Figure 1. M1 wires (run 1).
Bar = 20 um.
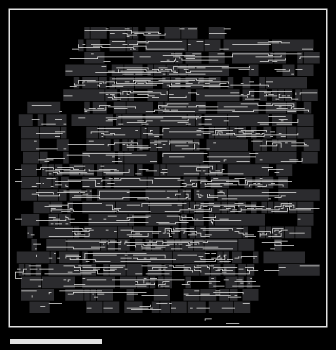
Figure 2. M2 wires (run 1).
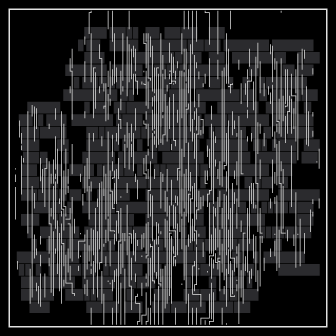
Figure 3. M3 wires (run 1).
Bar = 20 um.
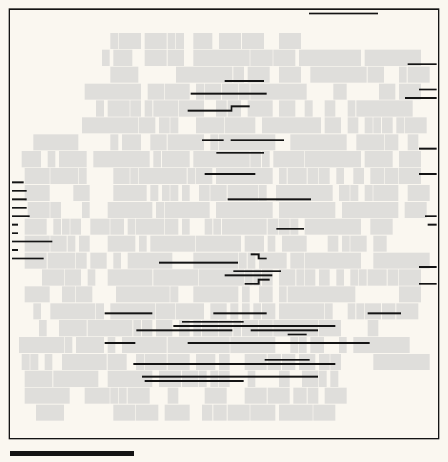
## config.mk

```make
export PLATFORM = sky130hd
export DESIGN_NAME = onehot_encoder
export DESIGN_NICKNAME = d
export VERILOG_FILES = /design/src/rtl/onehot_encoder.sv
export SDC_FILE = /design/constraint.sdc
export NUM_CORES = 1
export LEC_CHECK = 0
export CAP_MARGIN = 40
export CORE_UTILIZATION = 51
export DETAILED_ROUTE_END_ITERATION = 12
export GPL_TIMING_DRIVEN = 0
export PLACE_DENSITY_LB_ADDON = 0.3
export SLEW_MARGIN = 10
export SYNTH_ARGS = -nofsm -noshare
export SYNTH_HDL_FRONTEND = slang
export SYNTH_SLANG_ARGS = --single-unit
```

## constraint.sdc

```tcl
create_clock -name CLK -period 1.9 [get_ports CLK]
set_input_delay 0.285 -clock CLK [delete_from_list [all_inputs] [get_ports CLK]]
set_output_delay 0.285 -clock CLK [all_outputs]
set_load 0.02 [all_outputs]
```

## src/rtl/onehot_encoder.sv

```systemverilog
// Registered 32-to-5 reversed-order one-hot encoder with a 2-entry valid/ready buffer
// and a saturating count of accepted non-one-hot words.
module onehot_encoder #(
    parameter int CNT_W = 8
) (
    input  logic             CLK,
    input  logic             RST,
    input  logic             IN_VALID,
    output logic             IN_READY,
    input  logic [31:0]      IN,
    output logic             OUT_VALID,
    input  logic             OUT_READY,
    output logic [4:0]       OUT,
    output logic             OUT_ERR,
    output logic [CNT_W-1:0] ERR_COUNT,
    input  logic             CLR_ERR
);

    typedef enum logic [1:0] {
        ST_EMPTY = 2'd0,
        ST_ONE   = 2'd1,
        ST_TWO   = 2'd2
    } state_t;

    // Bit 31 is code 0; scanning upward lets the lowest code (highest bit) win.
    function automatic logic [4:0] enc_code(input logic [31:0] word);
        logic [4:0] code;
        code = 5'd0;
        for (int i = 0; i < 32; i++) begin
            if (word[i]) begin
                code = 5'(31 - i);
            end else begin
                code = code;
            end
        end
        return code;
    endfunction

    function automatic logic [5:0] popcount32(input logic [31:0] word);
        logic [5:0] cnt;
        cnt = 6'd0;
        for (int i = 0; i < 32; i++) begin
            cnt = cnt + {5'd0, word[i]};
        end
        return cnt;
    endfunction

    localparam logic [CNT_W-1:0] CNT_MAX = {CNT_W{1'b1}};

    state_t           r_state;
    state_t           w_state_nxt;
    logic             r_in_ready;
    logic             r_out_valid;
    logic [4:0]       r_head_code;
    logic             r_head_err;
    logic [4:0]       r_skid_code;
    logic             r_skid_err;
    logic [CNT_W-1:0] r_err_count;

    logic             w_accept;
    logic             w_pop;
    logic [4:0]       w_code;
    logic             w_err;
    logic             w_load_head;
    logic             w_head_from_skid;
    logic             w_load_skid;

    assign w_accept = IN_VALID && r_in_ready;
    assign w_pop    = r_out_valid && OUT_READY;
    assign w_code   = enc_code(IN);
    assign w_err    = (popcount32(IN) != 6'd1);

    // Next-state and buffer-load decode
    always_comb begin
        w_state_nxt      = r_state;
        w_load_head      = 1'b0;
        w_head_from_skid = 1'b0;
        w_load_skid      = 1'b0;
        case (r_state)
            ST_EMPTY: begin
                if (w_accept) begin
                    w_state_nxt = ST_ONE;
                    w_load_head = 1'b1;
                end else begin
                    w_state_nxt = ST_EMPTY;
                end
            end
            ST_ONE: begin
                if (w_accept && w_pop) begin
                    w_state_nxt = ST_ONE;
                    w_load_head = 1'b1;
                end else if (w_accept) begin
                    w_state_nxt = ST_TWO;
                    w_load_skid = 1'b1;
                end else if (w_pop) begin
                    w_state_nxt = ST_EMPTY;
                end else begin
                    w_state_nxt = ST_ONE;
                end
            end
            ST_TWO: begin
                if (w_pop) begin
                    w_state_nxt      = ST_ONE;
                    w_head_from_skid = 1'b1;
                end else begin
                    w_state_nxt = ST_TWO;
                end
            end
            default: begin
                w_state_nxt = ST_EMPTY;
            end
        endcase
    end

    // State register; the handshake flags are registered from the next state only
    always_ff @(posedge CLK or posedge RST) begin
        if (RST) begin
            r_state     <= ST_EMPTY;
            r_in_ready  <= 1'b1;
            r_out_valid <= 1'b0;
        end else begin
            r_state     <= w_state_nxt;
            r_in_ready  <= (w_state_nxt != ST_TWO);
            r_out_valid <= (w_state_nxt != ST_EMPTY);
        end
    end

    // Head and skid data registers
    always_ff @(posedge CLK or posedge RST) begin
        if (RST) begin
            r_head_code <= 5'd0;
            r_head_err  <= 1'b0;
            r_skid_code <= 5'd0;
            r_skid_err  <= 1'b0;
        end else begin
            if (w_load_head) begin
                r_head_code <= w_code;
                r_head_err  <= w_err;
            end else if (w_head_from_skid) begin
                r_head_code <= r_skid_code;
                r_head_err  <= r_skid_err;
            end else begin
                r_head_code <= r_head_code;
                r_head_err  <= r_head_err;
            end
            if (w_load_skid) begin
                r_skid_code <= w_code;
                r_skid_err  <= w_err;
            end else begin
                r_skid_code <= r_skid_code;
                r_skid_err  <= r_skid_err;
            end
        end
    end

    // Error counter counts at input time; clear beats a same-cycle increment
    always_ff @(posedge CLK or posedge RST) begin
        if (RST) begin
            r_err_count <= {CNT_W{1'b0}};
        end else if (CLR_ERR) begin
            r_err_count <= {CNT_W{1'b0}};
        end else if (w_accept && w_err && (r_err_count != CNT_MAX)) begin
            r_err_count <= r_err_count + CNT_W'(1);
        end else begin
            r_err_count <= r_err_count;
        end
    end

    assign IN_READY  = r_in_ready;
    assign OUT_VALID = r_out_valid;
    assign OUT       = r_head_code;
    assign OUT_ERR   = r_head_err;
    assign ERR_COUNT = r_err_count;

endmodule

```

==> flow_summary.rst, run 1 <==
Synthesis and place-and-route
=============================

.. list-table::
   :header-rows: 1

   * - Metric
     - Value
   * - Result of the run
     - finished, violations left
   * - Failing checks
     - negative setup slack
   * - Comb. cell area
     - approximately 1600 um2
   * - Delay contributed by the slowest stage of the critical path
     - 0.54 ns
   * - Synth warn
     - 0
   * - Clock edge transition at the registers on the reported setup and hold paths
     - 0.09 ns
   * - FF+latch area
     - 602 um2
   * - CP startpoint
     - IN[27]
   * - Clock skew after layout
     - slightly above 0.008 ns
   * - Floorplan Core Area
     - 4140 um2
   * - Via count of the first global-routing pass
     - 2027
   * - Leading register cell type out of synthesis
     - sky130_fd_sc_hd__dfrtp_1
   * - Antenna violations before repair
     - 0
   * - Endpoint required time on the critical path
     - 2.05 ns
   * - RSZ-0062 raised after global routing
     - true
   * - Fin worst setup slack
     - -3.22 ns
   * - Nets at Floorplan
     - 323
   * - Die width
     - 68.9 um
   * - Post-layout utilization of the core
     - 0.735
   * - Synthesis-stage register bit count
     - 24
   * - Depth of the worst register-to-register path
     - 7
   * - Hold-fix buffer count after cts
     - 0
   * - P_int
     - 2.33 mW
   * - Setup-failing EPs final
     - 10
About Figure 1:
wire length on this layer: 2290 um
nets with wire on the layer: 346
GR Layer Usage met1: 0.341
final WL: 5680 um
vias: 2066

About Figure 2:
nets with wire on the layer: 338
share of all routed wire: 53%
main direction: vertical
met2 track utilization from global routing: 0.473

About Figure 3:
wire length on this layer: 367 um
nets with wire on the layer: 46
share of all routed wire: 6.5%
Global Route met3 Usage: 0.0329

[run 1: worst min-delay path by stage]
stage / from / to / cells past startpoint
floorplan: RST / ERR_COUNT[0]$_DFFE_PP0P_ / 1
global placement: r_skid_code[2]$_DFFE_PP0P_ / r_skid_code[2]$_DFFE_PP0P_ / 2
detailed placement: r_skid_code[2]$_DFFE_PP0P_ / r_skid_code[2]$_DFFE_PP0P_ / 2
CTS: RST / OUT[3]$_DFFE_PP0P_ / 2
global route: RST / OUT[3]$_DFFE_PP0P_ / 2
finish: RST / OUT[3]$_DFFE_PP0P_ / 2
[run 1: per-layer routing]
layer | global-route usage | up-vias | routed length, um
met4 | 0.0459 | 0 | 29
li1 | - | 976 | -
met5 | 0 | - | 0
met1 | 0.341 | 1009 | 2290
met3 | 0.0329 | 2 | 366
met2 | 0.473 | 79 | 3000
[run 1: flip-flops by register name, summed over array words and instances, names as in the netlist]
signal,flops
r_state,2
OUT_VALID,1
OUT,5
OUT_ERR,1
IN_READY,1
ERR_COUNT,8
r_skid_err,1
r_skid_code,5
[run 1: power by group through the flow]
stage	Sequential, mW	Combinational, mW	Clock (mW)
detailed placement	0.764	2.58	0
CTS	0.753	2.90	0.446
floorplan	0.844	1.82	0
global route	0.776	3.33	0.468
global placement	0.755	2.50	0
finish	0.751	2.94	0.441
[run 1: synth_stat cells, drive strengths merged, types with 3 or more instances]
library cell,number,area share
nor2b,7,0.019
mux2i,3,0.013
o21ai,13,0.030
nand3,6,0.013
fa,24,0.21
nand2,15,0.025
o31ai,6,0.020
ha,12,0.066
nor2,19,0.031
a21oi,10,0.022
clkbuf,3,0.0049
dfrtp,23,0.25
nor4,9,0.025
o211ai,4,0.013
or4,6,0.020
inv,49,0.081
[run 1: through the flow]
| stage | cell area, um2 | hold WS, ns | setup WS [ns] |
|---|---|---|---|
| 5_1_grt | 3050 | 0.343 | -3.42 |
| 2_1_floorplan | 2280 | 0.299 | -3.12 |
| 3_3_place_gp | 2860 | 0.463 | -3.94 |
| 6_report | 3050 | 0.301 | -3.22 |
| 4_1_cts | 3000 | 0.317 | -3.17 |
| 3_5_place_dp | 2890 | 0.471 | -3.99 |
[run 1: cell type report]
class	instances	area share
clock buffers	3	0.0136
repair buffers	55	0.180
flip-flops and latches	24	0.198
inverters	49	0.0604
multi-input cells	172	0.509
plain buffers	5	0.00945
clock inverters	1	0.00986
well taps	50	0.0205
[run 1: critical path, delay by kind of cell]
family,cells,cell delay [ns]
AND-OR/OR-AND,1,0.24
buffers and inverters,7,0.54
multiplexers,1,0.17
adder cells (fa/ha/maj),8,3.58
AND/OR/NAND/NOR,3,0.46
[run 1: cells in the final DEF (no fill, tap or decap), drive strengths merged, types with 3 or more instances in the layout]
cell           synthesis  routed
a21oi                 10      10
nor2                  19      19
fa                    24      24
o31ai                  6       6
nor2b                  7       7
o21ai                 13      13
nand3                  6       6
clkdlybuf4s15          0       4
mux2i                  3       3
clkdlybuf4s50          0      36
nand2                 15      15
o211ai                 4       4
dfrtp                 23      23
buf                    2      16
clkbuf                 3       6
inv                   49      49
nor4                   9       9
or4                    6       6
ha                    12      12
Figure 4. Sequential cells colored by netlist name (run 1).
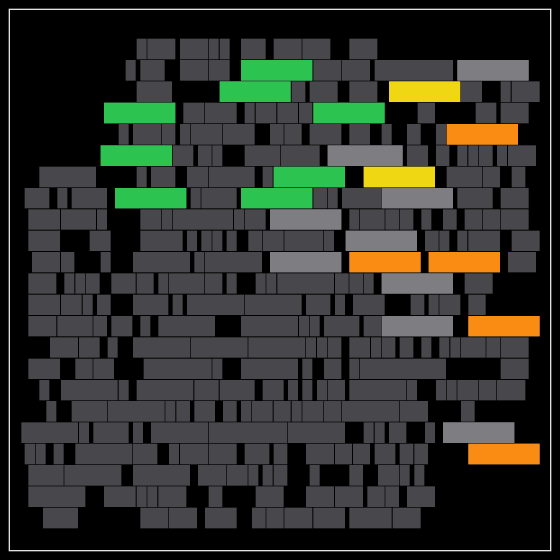

## Run 2: what changed since run 1
--- a/config.mk
+++ b/config.mk
@@ -8,8 +8,7 @@
 export CAP_MARGIN = 40
 export CORE_UTILIZATION = 51
 export DETAILED_ROUTE_END_ITERATION = 12
-export GPL_TIMING_DRIVEN = 0
-export PLACE_DENSITY_LB_ADDON = 0.3
+export PLACE_DENSITY = 0.81
 export SLEW_MARGIN = 10
 export SYNTH_ARGS = -nofsm -noshare
 export SYNTH_HDL_FRONTEND = slang
Figure 5. Sequential cells colored by netlist name (run 2).
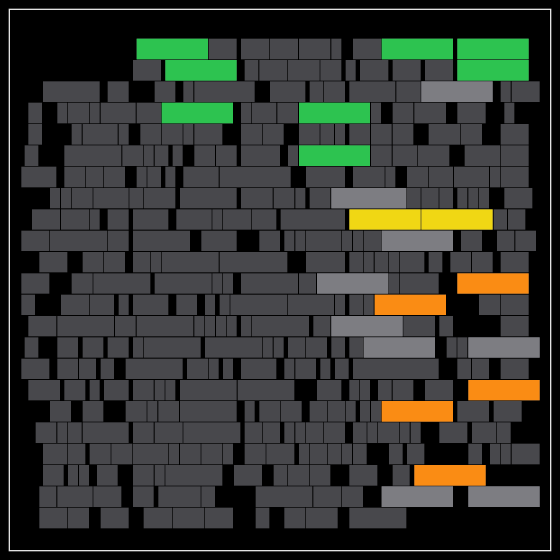
| name in the netlist | color | placed flops |
|---|---|---|
| `ERR_COUNT` | green | 8 |
| `r_state` | yellow | 2 |
| `OUT` | orange | 5 |
not colored: 9

==> run 2 against run 1 <==
  * Combinational power up 32%
  * Final cell count up 13%
  * Non-clock buffer count up 45
  * Clock power up 2%
  * Global-route usage up 3.6 points
  * Setup slack worse by 0.33 ns
  * Routed wire length up 16%
  * First-iteration DRC count up 65%
  * Sequential share of layout area down 2.1 points
  * Via count up 9.3%
  * Largest cell class unchanged
  * Critical path depth down 1
  * Area after synthesis unchanged
  * The run still ends with negative setup slack left
==> flow_summary.rst, run 2 <==
Synthesis and place-and-route
=============================

.. list-table::
   :header-rows: 1

   * - Metric
     - Value
   * - Result of the run
     - finished, violations left (unchanged)
   * - Instance area at placement
     - 3200 um2 (was 2890 um2)
   * - Main area contributors
     - sky130_fd_sc_hd__dfrtp_1 25%, sky130_fd_sc_hd__fa_1 21%, sky130_fd_sc_hd__inv_1 8.1% (unchanged)
   * - Die width
     - 68.9 um (unchanged)
   * - Via count of the first global-routing pass
     - 2251 (was 2027)
   * - Flip-flop count of the largest register, all copies and words added
     - 8 (unchanged)
   * - Clock edge transition at the registers on the reported setup and hold paths
     - 0.09 ns (about the same)
   * - Top cell type by total area after synthesis
     - sky130_fd_sc_hd__dfrtp_1 (unchanged)
   * - Floorplan Core Area
     - 4140 um2 (unchanged)
   * - Synthesis-stage register bit count
     - 24 (unchanged)
   * - Nets at Floorplan
     - 323 (unchanged)
   * - Endpoint required time on the critical path
     - 2.07 ns (was 2.05 ns)
   * - Top cell types by occurrence after synthesis
     - 49 x sky130_fd_sc_hd__inv_1, 24 x sky130_fd_sc_hd__fa_1, 23 x sky130_fd_sc_hd__dfrtp_1 (unchanged)
   * - Antenna violations before repair
     - 0 (unchanged)
   * - Fin worst setup slack
     - -3.55 ns (was -3.22 ns)
   * - Most instantiated logic cell after routing
     - sky130_fd_sc_hd__buf_4 (was sky130_fd_sc_hd__inv_1)
   * - Hold-fix buffer count after cts
     - 0 (unchanged)
   * - Vias
     - 2258 (was 2066)
   * - Final WL
     - 6590 um (was 5680 um)
   * - RSZ-0062 raised after global routing
     - true (unchanged)
   * - Failing checks
     - negative setup slack (unchanged)
   * - Commonest cells after routing, fill and taps aside
     - 51 x sky130_fd_sc_hd__buf_4, 46 x sky130_fd_sc_hd__inv_1, 36 x sky130_fd_sc_hd__clkdlybuf4s50_1 (was 44 x sky130_fd_sc_hd__inv_1, 36 x sky130_fd_sc_hd__clkdlybuf4s50_1, 24 x sky130_fd_sc_hd__fa_1)
   * - CP startpoint
     - IN[3] (was IN[27])
   * - Setup-failing EPs final
     - 10 (unchanged)
   * - Top cell area share
     - 0.252 (unchanged)
## run 2: layout make-up
class / count / area (um2) / share of cell area
Sequential cell: 24 / 602 / 0.176
Timing Repair Buffer: 105 / 897 / 0.263
Clock inverter: 1 / 30.0 / 0.00880
Multi-Input combinational cell: 173 / 1590 / 0.467
Tap cell: 50 / 62.6 / 0.0183
Clock buffer: 3 / 41.3 / 0.0121
Inverter: 49 / 184 / 0.0539
## run 2: critical path, stage by stage
cell                              delay, ns
sky130_fd_sc_hd__clkdlybuf4s15_1       0.19
sky130_fd_sc_hd__fa_1                  0.49
sky130_fd_sc_hd__fa_1                  0.55
sky130_fd_sc_hd__fa_1                  0.45
sky130_fd_sc_hd__fa_1                  0.53
sky130_fd_sc_hd__fa_1                  0.58
sky130_fd_sc_hd__inv_1                 0.07
sky130_fd_sc_hd__fa_1                  0.46
sky130_fd_sc_hd__inv_2                 0.10
sky130_fd_sc_hd__ha_4                  0.14
sky130_fd_sc_hd__inv_2                 0.04
sky130_fd_sc_hd__fa_2                  0.51
sky130_fd_sc_hd__nor4b_4               0.20
sky130_fd_sc_hd__nand3b_1              0.18
sky130_fd_sc_hd__buf_4                 0.19
sky130_fd_sc_hd__o21ai_4               0.25
sky130_fd_sc_hd__buf_6                 0.14
sky130_fd_sc_hd__mux2i_1               0.18
sky130_fd_sc_hd__nor2_1                0.07
## run 2: stage by stage
stage,setup slack (ns),cells
floorplan,-3.12,250
global placement,-3.71,395
detailed placement,-3.85,395
CTS,-3.35,403
global route,-3.65,405
finish,-3.55,405
## run 2: report_power, final
part           internal [mW]  switching [mW]
clock                  0.282           0.170
combinational           1.82            2.06
sequential             0.659          0.0972
total                   2.76            2.32
## run 2: worst min path at each step
| stage | cells past startpoint | to |
|---|---|---|
| floorplan | 1 | ERR_COUNT[0]$_DFFE_PP0P_ |
| global route | 2 | OUT_VALID$_DFF_PP0_ |
| CTS | 2 | OUT_VALID$_DFF_PP0_ |
| global placement | 2 | r_skid_code[3]$_DFFE_PP0P_ |
| finish | 2 | OUT_VALID$_DFF_PP0_ |
| detailed placement | 2 | r_skid_code[2]$_DFFE_PP0P_ |
## run 2: what timing repair did
action                                  CTS  global route
endpoints found under the setup margin   16            20
buffers inserted                          4             2
resized                                  57            30
pin swaps                                27            26
gates cloned                              1             0
## run 2: cell families after synthesis
family | share of synthesized area
mux | 0.0230
fa+ha+maj | 0.276
simple gates | 0.174
xor+xnor | 0.00768
flops | 0.264
compound gates | 0.162
buf+inv | 0.0927
## run 2: metal layers
layer | wire (um) | share of wire | track usage | vias up
li1 | - | - | - | 1068
met1 | 2690 | 0.41 | 0.342 | 1091
met3 | 377 | 0.057 | 0.0839 | 12
met5 | 0 | 0 | 0 | -
met4 | 95 | 0.014 | 0.107 | 0
met2 | 3430 | 0.52 | 0.529 | 87
Power and IR drop assume default switching activity.
